Clock network drawn from the DEF:
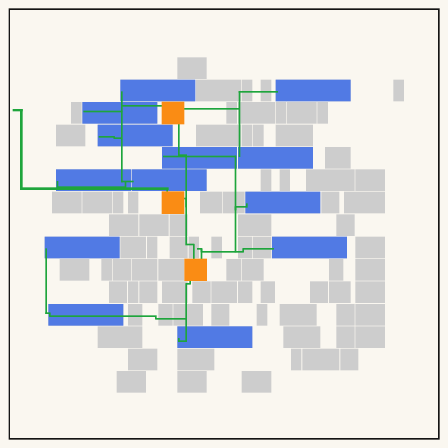
Ports around the boundary:
Pins as bars across the die edge, other pins in gray.
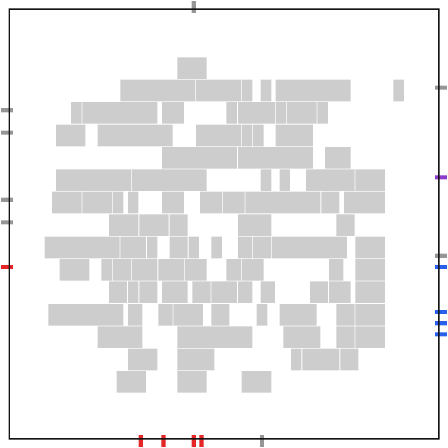
Wiring by layer:
Two of the layers only.
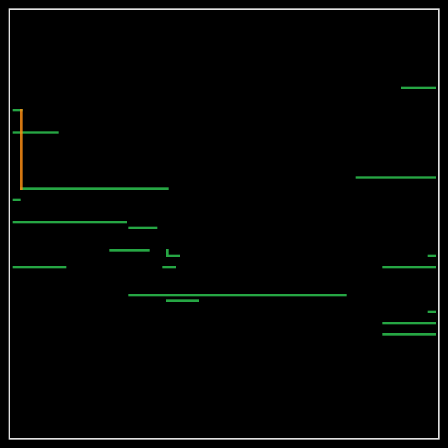
Routing congestion:
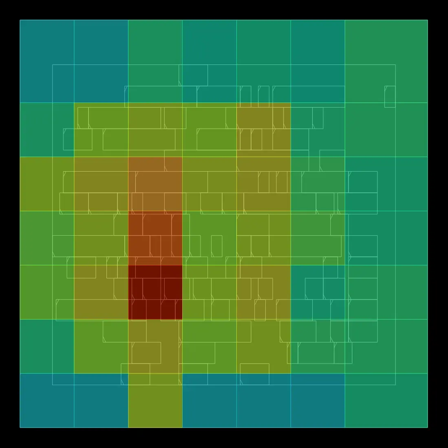
==> src/rtl/layer_seq_sched_if.sv <==
// Handshake bundle between the network host, the layer scheduler and
// the per-layer controllers. master: host side, slave: scheduler side.
interface layer_seq_sched_if #(
  parameter int NUM_LAYERS = 4,
  parameter int LID_W      = 5
);
  logic                  net_start;
  logic                  layer_done;
  logic [NUM_LAYERS-1:0] layer_start;
  logic                  layer_rst;
  logic [LID_W-1:0]      layer_id;
  logic                  bank_sel;
  logic                  busy;
  logic                  net_done;
  logic                  err;

  modport master (
    output net_start, layer_done,
    input  layer_start, layer_rst, layer_id,
    input  bank_sel, busy, net_done, err
  );

  modport slave (
    input  net_start, layer_done,
    output layer_start, layer_rst, layer_id,
    output bank_sel, busy, net_done, err
  );
endinterface

==> src/rtl/layer_seq_sched.sv <==
// Network-level layer sequencer: launches layers in order, drains the
// address pipeline after each layer and flips the BRAM ping-pong bank.
// Ports: clk, rst (async, active-high), bus (layer_seq_sched_if.slave):
//   in  net_start, layer_done
//   out layer_start[NUM_LAYERS], layer_rst, layer_id, bank_sel,
//       busy, net_done, err
// Optional RUN watchdog: define LAYER_SEQ_WDOG_EN.
module layer_seq_sched #(
  parameter int NUM_LAYERS  = 4,
  parameter int LID_W       = 5,
  parameter int PIPE_DEPTH  = 5,
  parameter int WDOG_CYCLES = 4096,
  parameter int WDOG_W      = 16
) (
  input  logic                clk,
  input  logic                rst,
  layer_seq_sched_if.slave    bus
);

  typedef enum logic [2:0] {
    S_IDLE,
    S_LAUNCH,
    S_RUN,
    S_DRAIN,
    S_SWAP
  } state_t;

  localparam int CNT_W =
    (PIPE_DEPTH > 1) ? $clog2(PIPE_DEPTH) : 1;
  localparam logic [LID_W-1:0] LAST_ID =
    LID_W'(NUM_LAYERS - 1);
  localparam logic [CNT_W-1:0] DRAIN_LD =
    CNT_W'(PIPE_DEPTH - 1);

  state_t           r_state, w_state_nxt;
  logic [LID_W-1:0] r_id, w_id_nxt;
  logic             r_bank, w_bank_nxt;
  logic [CNT_W-1:0] r_cnt, w_cnt_nxt;
  logic             r_done, w_done_nxt;
  logic [NUM_LAYERS-1:0] w_start;

`ifdef LAYER_SEQ_WDOG_EN
  localparam logic [WDOG_W-1:0] WDOG_LAST =
    WDOG_W'(WDOG_CYCLES - 1);
  logic              r_err, w_err_nxt;
  logic [WDOG_W-1:0] r_wdog, w_wdog_nxt;
`endif

  always_comb begin
    w_state_nxt = r_state;
    w_id_nxt    = r_id;
    w_bank_nxt  = r_bank;
    w_cnt_nxt   = r_cnt;
    w_done_nxt  = 1'b0;
`ifdef LAYER_SEQ_WDOG_EN
    w_err_nxt   = r_err;
    w_wdog_nxt  = r_wdog;
`endif
    unique case (r_state)
      S_IDLE: begin
        if (bus.net_start) begin
          w_state_nxt = S_LAUNCH;
          w_id_nxt    = '0;
          w_bank_nxt  = 1'b0;
`ifdef LAYER_SEQ_WDOG_EN
          w_err_nxt   = 1'b0;
`endif
        end
      end
      S_LAUNCH: begin
        w_state_nxt = S_RUN;
`ifdef LAYER_SEQ_WDOG_EN
        w_wdog_nxt  = '0;
`endif
      end
      S_RUN: begin
        if (bus.layer_done) begin
          w_state_nxt = S_DRAIN;
          w_cnt_nxt   = DRAIN_LD;
        end
`ifdef LAYER_SEQ_WDOG_EN
        // Count value k-1 in the k-th RUN cycle.
        else if (r_wdog == WDOG_LAST) begin
          w_state_nxt = S_IDLE;
          w_err_nxt   = 1'b1;
        end else begin
          w_wdog_nxt  = r_wdog + WDOG_W'(1);
        end
`endif
      end
      S_DRAIN: begin
        if (r_cnt == '0) begin
          w_state_nxt = S_SWAP;
        end else begin
          w_cnt_nxt   = r_cnt - CNT_W'(1);
        end
      end
      S_SWAP: begin
        // Output bank of this layer feeds the next one.
        w_bank_nxt = ~r_bank;
        if (r_id == LAST_ID) begin
          w_state_nxt = S_IDLE;
          w_id_nxt    = '0;
          w_done_nxt  = 1'b1;
        end else begin
          w_state_nxt = S_LAUNCH;
          w_id_nxt    = r_id + LID_W'(1);
        end
      end
      default: begin
        w_state_nxt = S_IDLE;
      end
    endcase
  end

  always_ff @(posedge clk or posedge rst) begin
    if (rst) begin
      r_state <= S_IDLE;
      r_id    <= '0;
      r_bank  <= 1'b0;
      r_cnt   <= '0;
      r_done  <= 1'b0;
    end else begin
      r_state <= w_state_nxt;
      r_id    <= w_id_nxt;
      r_bank  <= w_bank_nxt;
      r_cnt   <= w_cnt_nxt;
      r_done  <= w_done_nxt;
    end
  end

`ifdef LAYER_SEQ_WDOG_EN
  always_ff @(posedge clk or posedge rst) begin
    if (rst) begin
      r_err  <= 1'b0;
      r_wdog <= '0;
    end else begin
      r_err  <= w_err_nxt;
      r_wdog <= w_wdog_nxt;
    end
  end

  assign bus.err = r_err;
`else
  // Watchdog knobs have no hardware here; fold them into the tie-off.
  assign bus.err = (WDOG_CYCLES < 0) && (WDOG_W < 0);
`endif

  always_comb begin
    w_start = '0;
    for (int i = 0; i < NUM_LAYERS; i++) begin
      w_start[i] = (r_state == S_LAUNCH) &&
                   (r_id == LID_W'(i));
    end
  end

  // Decoded from state only, so rst forces layer_rst high at once.
  assign bus.layer_start = w_start;
  assign bus.layer_rst   = (r_state == S_IDLE) ||
                           (r_state == S_SWAP);
  assign bus.layer_id    = r_id;
  assign bus.bank_sel    = r_bank;
  assign bus.busy        = (r_state != S_IDLE);
  assign bus.net_done    = r_done;

endmodule

==> src/flat_wrapper.sv <==
// flat-port wrapper written by rule: the top's interface ports become plain ports
module layer_seq_sched_flat 
#(
  parameter int NUM_LAYERS  = 4,
  parameter int LID_W       = 5,
  parameter int PIPE_DEPTH  = 5,
  parameter int WDOG_CYCLES = 4096,
  parameter int WDOG_W      = 16
)
  (clk, rst, bus_net_start, bus_layer_done, bus_layer_start, bus_layer_rst, bus_layer_id, bus_bank_sel, bus_busy, bus_net_done, bus_err);
  layer_seq_sched_if #(.NUM_LAYERS(NUM_LAYERS), .LID_W(LID_W)) bus_i ();
  input  logic clk;
  input  logic rst;
  input wire logic [$bits(bus_i.net_start)-1:0] bus_net_start;
  input wire logic [$bits(bus_i.layer_done)-1:0] bus_layer_done;
  output wire logic [$bits(bus_i.layer_start)-1:0] bus_layer_start;
  output wire logic [$bits(bus_i.layer_rst)-1:0] bus_layer_rst;
  output wire logic [$bits(bus_i.layer_id)-1:0] bus_layer_id;
  output wire logic [$bits(bus_i.bank_sel)-1:0] bus_bank_sel;
  output wire logic [$bits(bus_i.busy)-1:0] bus_busy;
  output wire logic [$bits(bus_i.net_done)-1:0] bus_net_done;
  output wire logic [$bits(bus_i.err)-1:0] bus_err;
  assign bus_i.net_start = bus_net_start;
  assign bus_i.layer_done = bus_layer_done;
  assign bus_layer_start = bus_i.layer_start;
  assign bus_layer_rst = bus_i.layer_rst;
  assign bus_layer_id = bus_i.layer_id;
  assign bus_bank_sel = bus_i.bank_sel;
  assign bus_busy = bus_i.busy;
  assign bus_net_done = bus_i.net_done;
  assign bus_err = bus_i.err;
  layer_seq_sched #(.NUM_LAYERS(NUM_LAYERS), .LID_W(LID_W), .PIPE_DEPTH(PIPE_DEPTH), .WDOG_CYCLES(WDOG_CYCLES), .WDOG_W(WDOG_W)) u_core (.clk(clk), .rst(rst), .bus(bus_i));
endmodule
==> config.mk <==
export PLATFORM = sky130hd
export DESIGN_NAME = layer_seq_sched_flat
export DESIGN_NICKNAME = d
export VERILOG_FILES = /design/src/rtl/layer_seq_sched_if.sv /design/src/rtl/layer_seq_sched.sv /design/src/flat_wrapper.sv
export SDC_FILE = /design/constraint.sdc
export NUM_CORES = 1
export LEC_CHECK = 0
export CAP_MARGIN = 0
export CORE_MARGIN = 4
export CORE_UTILIZATION = 42
export DETAILED_ROUTE_END_ITERATION = 10
export PLACE_DENSITY_LB_ADDON = 0.25
export SLEW_MARGIN = 10
export SYNTH_ARGS = -nofsm -noshare
export SYNTH_HDL_FRONTEND = slang
export SYNTH_SLANG_ARGS = --single-unit
==> constraint.sdc <==
create_clock -name clk -period 3 [get_ports clk]
set_input_delay 0.3 -clock clk [delete_from_list [all_inputs] [get_ports clk]]
set_output_delay 0.3 -clock clk [all_outputs]
set_load 0.01 [all_outputs]
==> datasheet_impl.txt <==
Physical design parameters

Parameter                              Value

Setup path
  Endpoint required time on the critical path .................. 2.70 ns
  Reg2Reg Launch Point .................. u_core.r_cnt[0]
  Critical Path Start Type .................. flip-flop
  Worst setup endpoint .................. bus_layer_start[0]
  Cell-by-cell trace of the critical path .................. nor3_1 -> nor3b_1 -> and2_1 -> clkdlybuf4s50_1
  Worst path arrival time .................. 2.04 ns
  Slack of the worst reg-to-reg path .................. 1.35 ns
  Critical Setup Path Class .................. flip-flop to output pin
  Number of cell instances on the worst register-to-register path .................. 6
  CP peak stage delay .................. 0.53 ns

Clock tree
  Clock tree buffer depth .................. 2
  Clock H-tree levels .................. 1
  Number of hold buffers added after CTS .................. 0
  # resized after CTS .................. 0
  Clock-pin slew of the registers on the worst-case setup and hold paths .................. 0.08 ns
  Clock buffers created by TritonCTS .................. 3
  Post-CTS setup-driven buffer insertion count .................. 0
  Clock Root Buffer .................. sky130_fd_sc_hd__clkbuf_4

Logic synthesis
  Most common cell in the synthesized netlist .................. sky130_fd_sc_hd__dfrtp_1
  Yosys stat chip area .................. 811 µm²
  Fraction of synthesized area in multiplexers .................. 6.17%
  Dominant cell area share .................. 40.1%
  Register area share after synthesis .................. 40.1%
  Compound-Gate Fraction of Synth Area .................. 10.6%
  Main area contributors .................. sky130_fd_sc_hd__dfrtp_1, sky130_fd_sc_hd__ha_1, sky130_fd_sc_hd__inv_1
  Ys flops .................. 13
  Yosys stat cell total .................. 81
  Post-synthesis cell area .................. 811 µm²
  Instance tally after logic synthesis .................. 81
  Synth Area in Adders .................. 9.26%

Outcome
  Result of the run .................. completed

Final layout
  Most frequently placed logic cells in the final layout .................. sky130_fd_sc_hd__clkdlybuf4s50_1, sky130_fd_sc_hd__dfrtp_1, sky130_fd_sc_hd__inv_1, sky130_fd_sc_hd__ha_1
  Max reg flops .................. 5
  Most common library cell in the layout ignoring fill and taps .................. sky130_fd_sc_hd__clkdlybuf4s50_1
  Layout Area Growth over Synthesis .................. 24.7%
  Proportion of layout cells with a drive suffix above 1 .................. 10.2%

Power and ir drop
  Peak supply drop .................. 0.418 mV
  Total Power Consumption .................. 0.758 mW
  Fraction of power consumed by sequential logic .................. 39.8%
  Internal power component .................. 0.470 mW
  Logic gate share of total power .................. 46.0%
  Net switching power .................. 0.287 mW
  Static leakage .................. 0.458 nW
  Switching Share .................. 37.9%

Job
  Number of violations of the max-capacitance limit .................. 0
  Tool warnings .................. 29

Detailed routing
  Number of design rule violations left after detail routing .................. 0
  DR vias/cell .................. 5.03
  Residual antenna-violating net count after detailed routing .................. 0
  Drt wl/cell .................. 11.8 µm

Floorplan
  Ports .................. 18

Timing
  Final-report setup violation count .................. 0
  Slew Limit Fails .................. 0
  Top achievable clock speed .................. 427 MHz
  Final cycle utilization of the critical path .................. 78.0%

Worst hold path
  Class of the worst hold path .................. input port to async pin

Global route
  Largest net degree at the start of global routing .................. 17
  Number of global-route vias before repair .................. 544
  Initial antenna violation count .................. 0

Placement
  Final HPWL from detailed placement .................. 1.10 mm
  Global placer's final weighted congestion .................. 0.759
About 'clock network drawn from the DEF':
Key: orange = clock drivers [count 3]; blue = flip-flops [count 13]; green = clock wires [length 182 µm]
There are 4 routed clock nets.
clk latency late pin: 0.27 ns
Clock Power Share: 14.2%
Worst Clk Skew: 0.00671 ns

About 'ports around the boundary':
Key: blue = bus_layer_start [pins 4, direction output, edge right]; purple = bus_layer_done [pins 1, direction input, edge right]; red = bus_layer_id [pins 5, direction output, edge 4 bottom, 1 left]
All pins by edge: 7 right, 5 left, 5 bottom, 1 top.
count of buffers from port buffering: 16
vertical die dimension: 51.9 µm

About 'wiring by layer':
Key: green = metal 3 [wire length 119 µm]; orange = metal 4 [wire length 9.50 µm]
total number of vias: 619
final wirelength: 1.45 mm

About 'routing congestion':
met1 GRT Util: 19.4%
met2 usage in global routing: 17.6%
most congested layer reported by global routing: met1

==> area by class of cell <==
cell class | instances | area (µm²)
well taps | 25 | 31.3
flip-flops and latches | 13 | 325
clock buffers | 4 | 26.3
fillers | 157 | 772
multi-input cells | 56 | 434
inverters | 9 | 33.8
repair buffers | 16 | 160
==> power by group through the flow <==
stage / combinational (mW) / clock, mW / sequential (mW)
floorplan: 0.255 / 0 / 0.288
global placement: 0.346 / 0 / 0.301
detailed placement: 0.351 / 0 / 0.306
CTS: 0.354 / 0.112 / 0.302
global route: 0.389 / 0.127 / 0.317
finish: 0.348 / 0.108 / 0.302
==> worst max-delay path, delay by kind of cell (launching register included) <==
kind,cells,cell delay (ns)
buffers and inverters,1,0.53
DFF,1,0.47
and+or+nand+nor,3,0.78
==> how the worst min path moves through the flow <==
stage | end | slack (ns) | cells after the start
finish | u_core.r_state[0] | 0.34 | 2
detailed placement | u_core.bus.bank_sel | 0.47 | 1
global route | u_core.r_state[0] | 0.37 | 2
CTS | u_core.bus.layer_id[4] | 0.36 | 2
floorplan | u_core.bus.bank_sel | 0.18 | 1
global placement | u_core.bus.bank_sel | 0.47 | 1
==> stage by stage <==
step / utilization (%) / cell area, µm² / setup slack [ns] / std cells
final: 56.7 / 1010 / 0.660 / 123
after global routing: 56.7 / 1010 / 0.497 / 123
after CTS: 56.7 / 1010 / 0.637 / 123
after detailed placement: 55.2 / 985 / 0.962 / 119
after global placement: 55.2 / 985 / 0.977 / 119
after floorplan: - / 811 / 1.45 / 81
==> layer usage <==
layer	global-route usage (%)	part of all wire, %	vias to the layer above
met3	3.15	8.2	2
met2	17.6	44	24
li1	-	-	307
met4	5.24	0.62	0
met1	19.4	48	286
met5	0	0	-
No activity file was given, so power comes from the tool's default toggle rates.
